--- config.mk ---
export PLATFORM = sky130hd
export DESIGN_NAME = top_digital
export DESIGN_NICKNAME = d
export VERILOG_FILES = /design/src/rtl/top_digital.sv
export SDC_FILE = /design/constraint.sdc
export NUM_CORES = 1
export LEC_CHECK = 0
export CAP_MARGIN = 30
export CORE_ASPECT_RATIO = 2
export CORE_MARGIN = 1.5
export CORE_UTILIZATION = 48
export DETAILED_ROUTE_END_ITERATION = 6
export GPL_ROUTABILITY_DRIVEN = 0
export PLACE_DENSITY = 0.69
export SLEW_MARGIN = 20
export SYNTH_ARGS = -nofsm -noshare
export SYNTH_HDL_FRONTEND = slang
export SYNTH_SLANG_ARGS = --single-unit
--- constraint.sdc ---
create_clock -name ms_osc -period 2.3 [get_ports ms_osc]
set_clock_uncertainty 0.15 [all_clocks]
set_input_delay 0.46 -clock ms_osc [delete_from_list [all_inputs] [get_ports ms_osc]]
set_output_delay 0.46 -clock ms_osc [all_outputs]
set_load 0.005 [all_outputs]
--- src/rtl/top_digital.sv ---
// top_digital: digital core of the mixed-signal sensor chip.
// Serial register port on TCK/TDI/TDO, AFE sequencer (mux select, hall
// spinning, ADC soc/eoc handshake) and 14-bit result accumulator.
// Optional result streaming over UART is built when TOP_DIGITAL_UART_EN
// is defined; otherwise ms_utx is tied high.
module top_digital #(
    parameter int unsigned SETTLE_CYC = 8,
    parameter int unsigned BAUD_DIV   = 174,
    parameter logic [15:0] ID_VALUE   = 16'hA5C1
) (
    input  logic        ms_osc,
    input  logic        ms_hporb,
    input  logic        ms_trstb,
    input  logic        ms_tck,
    input  logic        ms_tdi,
    output logic        ms_tdo,
    output logic        ms_tde,
    input  logic        ms_adc_eoc,
    input  logic [11:0] ms_adc_data,
    output logic        ms_adc_soc,
    output logic        ms_adc_clk,
    output logic [3:0]  ms_afe_sel,
    output logic [3:0]  ms_afe_phase,
    output logic        ms_afe_phase_update,
    input  logic        ms_urx,
    output logic        ms_utx
);
    typedef enum logic [2:0] {
        S_IDLE, S_PHASE, S_SETTLE, S_SOC, S_WAIT, S_ACC, S_DONE
    } seq_state_t;

    localparam int unsigned CW = (SETTLE_CYC > 2) ? $clog2(SETTLE_CYC) : 1;
    localparam logic [CW-1:0] SETTLE_LAST = CW'(SETTLE_CYC - 1);
    localparam logic [CW-1:0] SOC_LAST    = CW'(1);

    logic [1:0]  tck_sync, tdi_sync, trst_sync;
    logic        tck_d, tck_rise, tck_fall, trst_n;
    logic [4:0]  bit_cnt, out_left;
    logic [22:0] sh_in;
    logic [23:0] sh_next;
    logic [15:0] rd_sh, rd_value;
    logic        ctrl_cont, ctrl_spin, start_pulse, status_rd;
    logic [3:0]  ctrl_sel;
    seq_state_t  state;
    logic        busy, done, eoc_d;
    logic [13:0] acc, result;
    logic [1:0]  conv_cnt;
    logic [CW-1:0] wait_cnt;
    logic        unused_sigs;

    assign unused_sigs = ms_urx | (BAUD_DIV == 0);

    // Synchronise the test pins into the ms_osc domain and keep TCK history
    always_ff @(posedge ms_osc or negedge ms_hporb) begin
        if (!ms_hporb) begin
            tck_sync  <= '0;
            tdi_sync  <= '0;
            trst_sync <= '0;
            tck_d     <= 1'b0;
        end else begin
            tck_sync  <= {tck_sync[0], ms_tck};
            tdi_sync  <= {tdi_sync[0], ms_tdi};
            trst_sync <= {trst_sync[0], ms_trstb};
            tck_d     <= tck_sync[1];
        end
    end

    assign tck_rise = tck_sync[1] & ~tck_d;
    assign tck_fall = ~tck_sync[1] & tck_d;
    assign trst_n   = trst_sync[1];
    assign sh_next  = {sh_in, tdi_sync[1]};

    // Read mux, addressed by the 7 address bits just completed at bit 8
    always_comb begin
        case (sh_next[6:0])
            7'h00:   rd_value = {8'h00, ctrl_sel, 1'b0, ctrl_spin, ctrl_cont, 1'b0};
            7'h01:   rd_value = {14'h0000, done, busy};
            7'h02:   rd_value = {2'b00, result};
            7'h03:   rd_value = ID_VALUE;
            default: rd_value = '0;
        endcase
    end

    // Clear sticky done in the same cycle the STATUS value is captured, so a
    // done set in that cycle survives to the next read.
    assign status_rd = trst_n && tck_rise && (bit_cnt == 5'd7) &&
                       !sh_next[7] && (sh_next[6:0] == 7'h01);

    // Serial frame: shift in on TCK rise, load read data at bit 8, write at bit 24
    always_ff @(posedge ms_osc or negedge ms_hporb) begin
        if (!ms_hporb) begin
            bit_cnt     <= '0;
            out_left    <= '0;
            sh_in       <= '0;
            rd_sh       <= '0;
            ms_tdo      <= 1'b0;
            ms_tde      <= 1'b0;
            ctrl_cont   <= 1'b0;
            ctrl_spin   <= 1'b0;
            ctrl_sel    <= '0;
            start_pulse <= 1'b0;
        end else begin
            start_pulse <= 1'b0;
            if (!trst_n) begin
                bit_cnt  <= '0;
                out_left <= '0;
                ms_tde   <= 1'b0;
            end else begin
                if (tck_rise) begin
                    sh_in <= sh_next[22:0];
                    if (bit_cnt == 5'd23) begin
                        bit_cnt <= '0;
                        if (sh_next[23] && (sh_next[22:16] == 7'h00)) begin
                            ctrl_cont   <= sh_next[1];
                            ctrl_spin   <= sh_next[2];
                            ctrl_sel    <= sh_next[7:4];
                            start_pulse <= sh_next[0];
                        end
                    end else begin
                        bit_cnt <= bit_cnt + 5'd1;
                        if ((bit_cnt == 5'd7) && !sh_next[7]) begin
                            rd_sh    <= rd_value;
                            out_left <= 5'd16;
                        end
                    end
                end
                if (tck_fall) begin
                    if (out_left != '0) begin
                        ms_tdo   <= rd_sh[15];
                        rd_sh    <= {rd_sh[14:0], 1'b0};
                        out_left <= out_left - 5'd1;
                        ms_tde   <= 1'b1;
                    end else begin
                        ms_tde <= 1'b0;
                    end
                end
            end
        end
    end

    assign ms_afe_sel = ctrl_sel;

    // ADC clock at half the oscillator rate
    always_ff @(posedge ms_osc or negedge ms_hporb) begin
        if (!ms_hporb) ms_adc_clk <= 1'b0;
        else           ms_adc_clk <= ~ms_adc_clk;
    end

    // Measurement sequencer: phase, settle, soc, wait eoc, accumulate, done
    always_ff @(posedge ms_osc or negedge ms_hporb) begin
        if (!ms_hporb) begin
            state               <= S_IDLE;
            ms_afe_phase        <= 4'b0001;
            ms_afe_phase_update <= 1'b0;
            ms_adc_soc          <= 1'b0;
            busy                <= 1'b0;
            done                <= 1'b0;
            acc                 <= '0;
            result              <= '0;
            conv_cnt            <= '0;
            wait_cnt            <= '0;
            eoc_d               <= 1'b0;
        end else begin
            eoc_d               <= ms_adc_eoc;
            ms_afe_phase_update <= 1'b0;
            if (state == S_DONE)  done <= 1'b1;
            else if (status_rd)   done <= 1'b0;
            case (state)
                S_IDLE: if (start_pulse) begin
                    state    <= S_PHASE;
                    busy     <= 1'b1;
                    acc      <= '0;
                    conv_cnt <= '0;
                end
                S_PHASE: begin
                    ms_afe_phase_update <= 1'b1;
                    wait_cnt            <= '0;
                    state               <= S_SETTLE;
                end
                S_SETTLE: if (wait_cnt == SETTLE_LAST) begin
                    wait_cnt   <= '0;
                    ms_adc_soc <= 1'b1;
                    state      <= S_SOC;
                end else begin
                    wait_cnt <= wait_cnt + 1'b1;
                end
                S_SOC: if (wait_cnt == SOC_LAST) begin
                    ms_adc_soc <= 1'b0;
                    state      <= S_WAIT;
                end else begin
                    wait_cnt <= wait_cnt + 1'b1;
                end
                S_WAIT: if (ms_adc_eoc && !eoc_d) state <= S_ACC;
                S_ACC: begin
                    acc      <= acc + {2'b00, ms_adc_data};
                    conv_cnt <= conv_cnt + 2'd1;
                    if (ctrl_spin) begin
                        ms_afe_phase <= {ms_afe_phase[2:0], ms_afe_phase[3]};
                        state        <= (conv_cnt == 2'd3) ? S_DONE : S_PHASE;
                    end else begin
                        state <= S_DONE;
                    end
                end
                S_DONE: begin
                    result <= acc;
                    busy   <= ctrl_cont;
                    if (ctrl_cont) begin
                        state    <= S_PHASE;
                        acc      <= '0;
                        conv_cnt <= '0;
                    end else begin
                        state <= S_IDLE;
                    end
                end
                default: state <= S_IDLE;
            endcase
        end
    end

`ifdef TOP_DIGITAL_UART_EN
    localparam int unsigned BW = (BAUD_DIV > 2) ? $clog2(BAUD_DIV) : 1;
    localparam logic [BW-1:0] BAUD_LAST = BW'(BAUD_DIV - 1);

    logic [18:0]   tx_sh;
    logic [4:0]    tx_bits;
    logic [BW-1:0] baud_cnt;
    logic          tx_active;

    // Both bytes go out as one 20-bit LSB-first stream: start, high byte, stop, start, low byte, stop
    always_ff @(posedge ms_osc or negedge ms_hporb) begin
        if (!ms_hporb) begin
            tx_sh     <= '0;
            tx_bits   <= '0;
            baud_cnt  <= '0;
            tx_active <= 1'b0;
            ms_utx    <= 1'b1;
        end else if (!tx_active) begin
            if (state == S_DONE) begin
                tx_sh     <= {1'b1, acc[7:0], 1'b0, 1'b1, 2'b00, acc[13:8]};
                tx_bits   <= 5'd19;
                baud_cnt  <= '0;
                tx_active <= 1'b1;
                ms_utx    <= 1'b0;
            end
        end else if (baud_cnt == BAUD_LAST) begin
            baud_cnt <= '0;
            if (tx_bits != '0) begin
                ms_utx  <= tx_sh[0];
                tx_sh   <= {1'b0, tx_sh[18:1]};
                tx_bits <= tx_bits - 5'd1;
            end else begin
                tx_active <= 1'b0;
            end
        end else begin
            baud_cnt <= baud_cnt + 1'b1;
        end
    end
`else
    assign ms_utx = 1'b1;
`endif

endmodule

==> run_1/met2.png <==
Drawn at 3 px/µm.
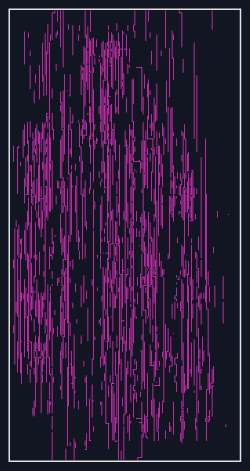
The layer holds 57% of the routed length. The wires run mostly vertical. 513 nets have wire on it.

==> run_1/density.png <==
Drawn at 3 px/µm. 8 x 15 tiles, from black (low) to pale yellow (high), 0 to 100% covered.
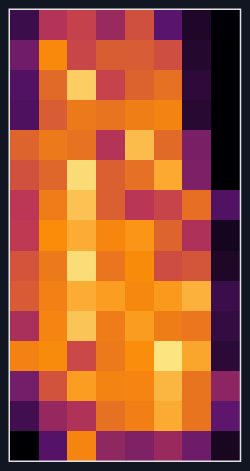
5.8% of the tiles are nearly empty. The mean over all tiles is 53%. The fullest tile reaches 94%.

==> deck_impl_summary.md, run 1 <==
Flow Results at a Glance

Outcome
  – Outcome: completed

Global route
  – First-pass GRT wire length: just under 20000 µm
  – Met1 Usage GRT: 22.9%
  – Initial antenna violation count: 0
  – Vias in the first global route: 4078
  – Largest net degree at the start of global routing: approximately 40
  – Grt peak-use layer: met2

Cells and area
  – Top cell class by occupied area: registers
  – Clock Buffer Count: 9
  – Multi-input combinational area share: 37.1%
  – Non-clock buffer count: 76
  – Mi-comb count: 337
  – Synth-to-layout area growth: 21.4%
  – Combinational gate area: approximately 0.0023 mm²
  – Antenna cells: 0

Route
  – Via density per instance: 5.55
  – DR vias: 3841
  – Initial DRC Count: around 260

Logic synthesis
  – Syn. warnings: 0
  – Top cells by area: dfrtp_1, mux2_2, nand2_1
  – Top-area cell share: between 50% and 60%
  – Syn_area_per_cell: 10.8 µm²
  – Dominant register cell: dfrtp_1
  – Post-synth cell types: 57
  – Mux share: 9.70%
  – Yosys simple share: 13.9%
  – Yosys Instances: 482
  – Register share after synthesis: 53.4%
  – Synth area leader: dfrtp_1
  – FA/HA/MAJ Cells, Area Fraction: 4.72%

Die
  – Core Box Area: 0.0105 mm²

Worst setup path
  – CP startpoint: ms_adc_data[6]
  – Worst Setup End Kind: flip-flop
  – Critical Path Stages: 8
  – Largest stage delay, worst path: 400 ps
  – R2R cell count: 7
  – CP bufs+invs: 1
  – Critical path class: primary input to flip-flop
  – Cells along the critical path: clkdlybuf4s50_1 > ha_1 > a21o_1 > a31o_2 > nor2b_1 > o311ai_2 > xor2_1 > nor2_1

Timing
  – Cycle use final: between 90% and 100%
  – RSZ-0062 raised after global routing: true
  – Final setup violation count: 0
  – TNS Setup: 0 ps
  – Fin crit period: around 2300 ps

Clock tree
  – Root buffer cell: clkbuf_16
  – Worst-case clock buffer depth: 2
==> run_1/final_clocks.png <==
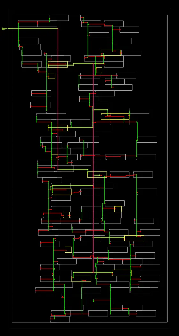
clk sinks: 111
Late-Pin Clk Latency: 360 ps
Seq cells: 111
clock group total power: 1.52 mW

==> run_1/pdn.png <==
Drawn at 3 px/µm. Pins as bars on the die edge.
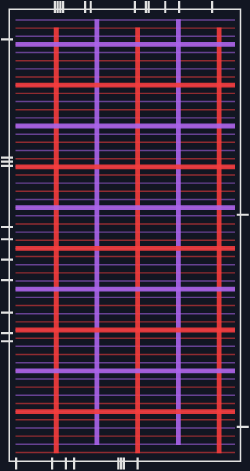
Key: purple = VDD; red = VSS
10 straps on met5. 5 straps on met4. The core has 53 rows. 33 signal pins sit on the boundary.

## run 1: cells by family (layout without fill, tap and decap cells)
family / after synthesis / after routing
buf+inv: 34 / 107
other cells: 1 / 1
simple gates: 149 / 149
fa+ha+maj: 19 / 19
xor+xnor: 12 / 12
mux: 45 / 45
flops: 111 / 111
compound gates: 111 / 111
## run 1: metrics by stage
| step | setup WS [ps] | cell area, µm² | power, mW |
|---|---|---|---|
| finish | 42.0 | 6310 | 3.96 |
| global route | -21.5 | 6310 | 4.15 |
| CTS | 12.9 | 6260 | 4.00 |
| detailed placement | -485 | 5960 | 2.48 |
| global placement | -421 | 5960 | 2.46 |
| floorplan | 68.1 | 5200 | 2.30 |
## run 1: state kept, by name, indices dropped and copies added, names as in the netlist, 2 cells and up
| signal | cells |
|---|---|
| out_left | 5 |
| ms_afe_phase | 4 |
| bit_cnt | 5 |
| tck_sync | 2 |
| trst_sync | 2 |
| rd_sh | 16 |
| ms_afe_sel | 4 |
| wait_cnt | 3 |
| result | 14 |
| state | 3 |
| conv_cnt | 2 |
| tdi_sync | 2 |
| acc | 14 |
| sh_in | 23 |
## run 1: synth_stat cells (2+ instances only)
master and count:
nand4_1 3, and2_1 7, or4_1 3, mux2i_1 2
a22o_1 9, inv_1 15, dfrtp_1 110, clkbuf_1 17
nor2_1 27, nor3b_1 2, ha_1 18, o22ai_1 7
a22oi_1 7, nand2b_1 7, and3_1 3, o21ai_0 36
nor3_1 3, a31oi_1 3, mux2_2 43, a211oi_1 3
xor2_1 6, nand2_1 64, nand3_1 9, a21o_1 4
xnor2_1 6, a32o_1 2, nor2b_1 8, o31ai_1 3
a21oi_1 22, nand3b_1 4, nor4_1 3
## run 1: power by group
part,internal [mW],switching (mW)
combinational,0.176,0.165
sequential,2.03,0.0800
clock,0.761,0.756
==> inputs of run 2 (changes only) <==
--- a/config.mk
+++ b/config.mk
@@ -12,6 +12,7 @@
 export DETAILED_ROUTE_END_ITERATION = 6
 export GPL_ROUTABILITY_DRIVEN = 0
 export PLACE_DENSITY = 0.69
+export REMOVE_ABC_BUFFERS = 1
 export SLEW_MARGIN = 20
 export SYNTH_ARGS = -nofsm -noshare
 export SYNTH_HDL_FRONTEND = slang
==> constraint.sdc (replaced) <==
create_clock -name ms_osc -period 2.3 [get_ports ms_osc]
set_clock_uncertainty 0.15 [all_clocks]
set_input_delay 0.46 -clock ms_osc [delete_from_list [all_inputs] [get_ports ms_osc]]
set_output_delay 0.46 -clock ms_osc [all_outputs]
set_load 0.1 [all_outputs]
==> run 2 against run 1 <==
  * Total power grew 0.92%
  * Sequential share of layout area shrank 0.13 points
  * Clock-buffer cell count is the same
  * Worst setup slack gained 48 ps
  * Sequential power is essentially flat
  * Fmax grew 2.2%
  * Register-to-register slack lost 20 ps
  * Die area is the same
  * Critical path depth grew 2
  * Global-route usage shrank 1.9 points
  * Flip-flop count is the same
  * Critical path type unchanged
==> deck_impl_summary.md, run 2 <==
Flow Results at a Glance

Route
  – Via density per instance: 5.50 (-0.98%)
  – DR vias: 3831 (-0.26%)
  – Initial DRC Count: 256 (-1.5%)
  – Drt drc: 0

Worst setup path
  – CP startpoint: ms_adc_data[0]
  – Worst Setup End Kind: flip-flop
  – Critical path class: primary input to flip-flop
  – R2R cell count: 4 (-3)
  – Startpoint Class: primary input
  – Largest stage delay, worst path: 460 ps (+60 ps)
  – Crit Path Max Fanout: 3
  – Cells along the critical path: clkdlybuf4s50_1 > ha_1 > inv_1 > fa_2 > nand2b_4 > a21oi_4 > a21oi_2 > o21ai_1 > xnor2_1 > o21ai_1

Logic synthesis
  – Synth area leader: dfrtp_1
  – Post-synth cell types: 57 (unchanged)
  – Yosys top cell by instances: dfrtp_1
  – Number of enable flip-flop cells: 0
  – Top cells by area: dfrtp_1, mux2_2, nand2_1
  – Synth cell count leaders: dfrtp_1, nand2_1, mux2_2
  – Syn. warnings: 0 (unchanged)
  – Top-area cell share: 52.9% (unchanged)
  – Yosys Instances: 482 (unchanged)
  – Register share after synthesis: 53.4% (unchanged)
  – Dominant register cell: dfrtp_1

Cells and area
  – Mi-comb count: 337 (unchanged)
  – Antenna cells: 0 (unchanged)
  – Top reg by flops: sh_in
  – Seq cells: 111 (unchanged)
  – Max reg flops: 23 (unchanged)
  – Synth-to-layout area growth: 21.8%
  – Multi-input combinational area share: 36.9% (-0.19 points)
  – Top cell class by occupied area: registers
  – Combinational gate area: 0.00234 mm² (-0.21%)
  – Flop share of the area: 43.9%

Clock tree
  – Root buffer cell: clkbuf_16
  – Worst-case clock buffer depth: 2 (unchanged)
  – CTS tree: done
  – Late-Pin Clk Latency: 360 ps (about the same)

Power and ir drop
  – Switching part of the total power: 25.4% (+0.16 points)
  – Sw Pwr: 1.02 mW (+1.6%)
  – Sequential Power Share: 52.5% (-0.6 points)
  – Clock Power Share: 38.8% (+0.5 points)
  – P_int: 2.98 mW (+0.70%)

Timing
  – Final setup violation count: 0 (unchanged)
  – Post-route setup slack: 89.9 ps (+47.9 ps)
  – TNS Setup: 0 ps (unchanged)
  – Cycle use final: 96.1% (-2.1 points)
  – RSZ-0062 raised after global routing: true
  – Fin crit period: 2210 ps (-47.9 ps)

Outcome
  – Outcome: completed

Die
  – Core Box Area: 0.0105 mm² (unchanged)
  – IO Pins: 33

Global route
  – First-pass GRT wire length: 18000 µm (-8.2%)
  – Initial antenna violation count: 0 (unchanged)
  – Vias in the first global route: 3844 (-5.7%)

Place
  – Placement Setup Slack: -556 ps (-70.6 ps)
[run 2: cell counts after synthesis]
Identical to the previous run, type by type.
[run 2: repair_timing]
| action | in CTS | in global routing |
|---|---|---|
| pin swaps | 0 | 7 |
| hold buffers | 1 | 0 |
| hold endpoints to repair | 29 | 0 |
| setup endpoints to repair | 4 | 6 |
| resized | 4 | 9 |
| buffers inserted | 0 | 0 |
[run 2: metrics by stage]
stage	cell area (µm²)	total power, mW
detailed placement	5970	2.48
global placement	5970	2.46
global route	6330	4.16
finish	6330	4.00
CTS	6290	4.02
floorplan	5120	2.30
[run 2: logic make-up (layout without fill, tap and decap cells)]
family / after synthesis / in the layout / share of synthesized area, %
adders and majority gates: 19 / 19 / 4.72
AOI/OAI and AO/OA: 111 / 111 / 13.6
buffers and inverters: 34 / 112 / 2.55
xor gates and xnor gates: 12 / 12 / 2.02
muxes: 45 / 45 / 9.70
other: 1 / 1 / 0.0721
and+or+nand+nor: 149 / 149 / 13.9
DFF: 111 / 111 / 53.4
[run 2: critical path: cells and delay by family]
family,cells,cell delay (ps)
compound gates,4,510
fa+ha+maj,2,500
buf+inv,2,510
simple gates,1,160
xor+xnor,1,140
[run 2: power groups by stage]
stage	logic [mW]	registers [mW]	clock network, mW
6_report	0.348	2.10	1.55
2_1_floorplan	0.182	2.12	0
5_1_grt	0.385	2.11	1.67
3_3_place_gp	0.333	2.13	0
4_1_cts	0.347	2.10	1.58
3_5_place_dp	0.342	2.14	0
[run 2: routing by layer]
metal  up-vias  global-route usage (%)  wire length [µm]
met2        55                    36.2              5800
met4         0                    9.07               290
li1       1860                       -                 -
met3        21                    3.09               221
met1      1895                    23.1              4420
met5         -                       0                 0
==> run_2/registers.png <==
Drawn at 3 px/µm.
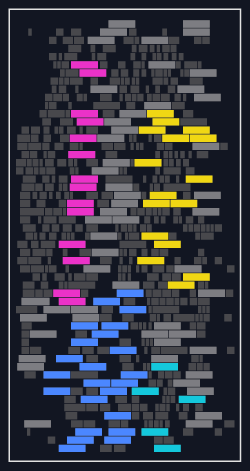
Key: blue = `sh_in` [flops 23, where bottom middle]; cyan = `bit_cnt` [flops 5]; magenta = `acc` [flops 14]; yellow = `rd_sh` [flops 16]

==> run_2/final_clocks.png <==
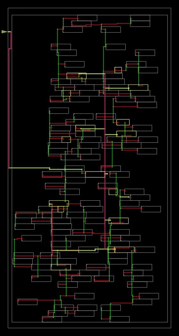
Clock Buffer Count: 9
clock group total power: 1.55 mW

==> run_2/density.png <==
Drawn at 3 px/µm. 8 x 15 tiles, from black (low) to pale yellow (high), 0 to 100% covered.
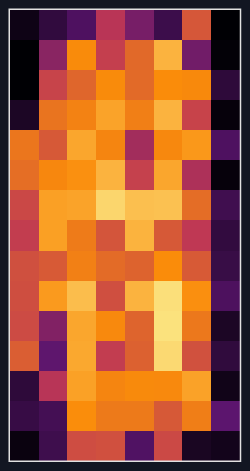
The fullest tile reaches 94%. 5.0% of the tiles are nearly empty. The mean over all tiles is 54%. 24% of the tiles are over 75% full.

==> inputs of run 3 (changes only) <==
--- a/config.mk
+++ b/config.mk
@@ -13,6 +13,7 @@
 export GPL_ROUTABILITY_DRIVEN = 0
 export PLACE_DENSITY = 0.69
 export REMOVE_ABC_BUFFERS = 1
+export SKIP_LAST_GASP = 1
 export SLEW_MARGIN = 20
 export SYNTH_ARGS = -nofsm -noshare
 export SYNTH_HDL_FRONTEND = slang
==> run 3 against run 2 <==
  * Via count stayed put
  * Cell area unchanged
  * First-iteration DRC count unchanged
  * Synthesized area stayed put
  * Sequential share of layout area unchanged
  * Utilization is the same
  * Highest routed layer unchanged
==> deck_impl_summary.md, run 3 <==
Flow Results at a Glance

Die
  – Die width: 76.6 µm
  – Die area: 0.0115 mm²
  – IO Pins: 33 (unchanged)
  – Rows: 53

Worst setup path
  – Crit Path Max Fanout: 3 (unchanged)
  – Startpoint Class: primary input
  – Top delay family on crit path: AND-OR/OR-AND gates
  – R2R cell count: 4 (unchanged)
  – Critical Path Stages: 10 (unchanged)
  – Worst Setup End Kind: flip-flop
  – Cells along the critical path: clkdlybuf4s50_1 > ha_1 > inv_1 > fa_2 > nand2b_4 > a21oi_4 > a21oi_2 > o21ai_1 > xnor2_1 > o21ai_0
  – Critical path class: primary input to flip-flop
  – Largest stage delay, worst path: 460 ps (about the same)
  – CP startpoint: ms_adc_data[0]
  – Worst R2R Start: sh_in[16]
  – CP bufs+invs: 2 (unchanged)

Logic synthesis
  – Yosys top cell by instances: dfrtp_1
  – Yosys simple share: 13.9% (unchanged)
  – Synth cell count leaders: dfrtp_1, nand2_1, mux2_2
  – Yosys Instances: 482 (unchanged)
  – Top-area cell share: 52.9% (unchanged)
  – Synth area leader: dfrtp_1
  – Post-synth cell types: 57 (unchanged)
  – Syn. warnings: 0 (unchanged)
  – XOR-XNOR Cells, Area Fraction: 2.02% (unchanged)
  – Syn Inst Count: 482
  – FA/HA/MAJ Cells, Area Fraction: 4.72% (unchanged)
  – Number of enable flip-flop cells: 0 (unchanged)
  – Aoi share: 13.6% (unchanged)
  – Register share after synthesis: 53.4% (unchanged)
  – Mux share: 9.70% (unchanged)
  – Dominant register cell: dfrtp_1
  – Comb area leader: simple AND/OR/NAND/NOR gates
  – Top cells by area: dfrtp_1, mux2_2, nand2_1

Cells and area
  – Top reg by flops: sh_in
  – Post-layout instance area: 0.00633 mm² (unchanged)
  – Antenna cells: 0 (unchanged)
  – Largest regs: sh_in (23), rd_sh (16)
  – Max reg flops: 23 (unchanged)
  – Synth-to-layout area growth: 21.8% (unchanged)

Timing
  – Final Max-Slew Violation Tally: 0
  – Post-route setup slack: 69.3 ps (-20.6 ps)
  – Fin crit period: 2230 ps (+20.6 ps)
  – Final setup violation count: 0 (unchanged)
  – Final hold vios: 0
  – Cycle use final: 97.0% (+0.90 points)
  – RSZ-0062 raised after global routing: true

Route
  – Initial DRC Count: 256 (unchanged)
  – Pre-antenna DRT Iters: 4
  – Drt drc: 0 (unchanged)
  – Via density per instance: 5.50 (unchanged)

Global route
  – Largest net degree at the start of global routing: 45
  – Vias in the first global route: 3838 (-0.16%)
  – Initial antenna violation count: 0 (unchanged)
  – First-pass GRT wire length: 18000 µm (-0.16%)
  – Total grt overflow: 0

Clock tree
  – Max H-tree Level: 3
  – Root buffer cell: clkbuf_16
  – Worst-case clock buffer depth: 2 (unchanged)
  – CTS tree: done
  – Clk sinks: between 100 and 150
  – Clk slew on worst S/H paths: 70 ps
  – Total setup buffers inserted after CTS: 0 (unchanged)
  – Late-Pin Clk Latency: 360 ps (about the same)

Outcome
  – Outcome: completed

Place
  – Cell area after placement: 0.00597 mm² (unchanged)
  – Placement Setup Slack: -556 ps (unchanged)
  – Post-DP HPWL: 8030 µm

Min path
  – Hold depth: 0
## run 3: cell counts after synthesis
Identical to the previous run, type by type.
## run 3: timing repair
action                                 CTS  global route
cloned                                   0             0
hold buffers                             1             0
pin swaps                                0             7
resized                                  3             9
setup endpoints to repair                4             7
endpoints found under the hold margin   29             0
## run 3: stage by stage
step | power, mW | setup TNS [ps]
4_1_cts | 4.02 | -66.6
3_3_place_gp | 2.46 | -2580
2_1_floorplan | 2.30 | -122
3_5_place_dp | 2.48 | -3120
6_report | 4.00 | 0
5_1_grt | 4.16 | -39.3
## run 3: power by group
group / total, mW / leakage [nW] / internal (mW) / switching [mW]
sequential: 2.10 / 1.46 / 2.03 / 0.0746
combinational: 0.348 / 1.45 / 0.183 / 0.165
clock: 1.55 / 0.145 / 0.774 / 0.777
total: 4.00 / 3.06 / 2.98 / 1.02
## run 3: area by class of cell
type	count	area, µm²
fillers	886	4210
flip-flops and latches	111	2780
multi-input cells	337	2340
repair buffers	81	688
clock buffers	9	225
well taps	137	171
clock inverters	7	75.1
inverters	15	56.3
## run 3: logic make-up after synthesis
| group | Yosys count |
|---|---|
| flip-flops | 111 |
| AND/OR/NAND/NOR | 149 |
| other | 1 |
| adder cells (fa/ha/maj) | 19 |
| AND-OR/OR-AND | 111 |
| XOR/XNOR | 12 |
| multiplexers | 45 |
| buffers and inverters | 34 |
## run 3: layer usage
layer / wire, µm / up-vias / share of wire [%] / track usage [%]
met4: 290 / 0 / 2.7 / 9.07
met1: 4420 / 1895 / 41 / 23.1
met2: 5800 / 55 / 54 / 36.1
met5: 0 / - / 0 / 0
met3: 221 / 21 / 2.1 / 3.09
li1: - / 1860 / - / -
==> run_3/density.png <==
Drawn at 3 px/µm. 8 x 15 tiles, from black (low) to pale yellow (high), 0 to 100% covered.
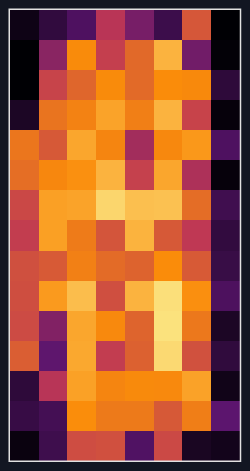
Final Core Density: 60.0%
starting utilization of the core area: 49.3%
Core Box Area: 0.0105 mm²

==> run_3/met2.png <==
Drawn at 3 px/µm.
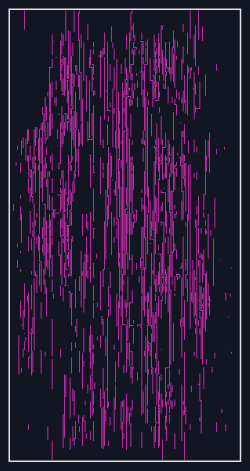
DR vias: 3831
final wirelength: 10700 µm
grt met2 use: 36.1%

==> run_3/pdn.png <==
Drawn at 3 px/µm. Pins as bars on the die edge.
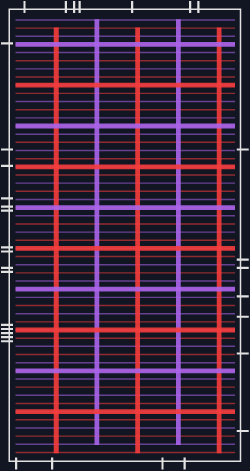
Key: red = VSS; purple = VDD
33 signal pins sit on the boundary. 5 straps on met4. 54 met1 rails follow the rows. 10 straps on met5.

Power and IR drop assume default switching activity.
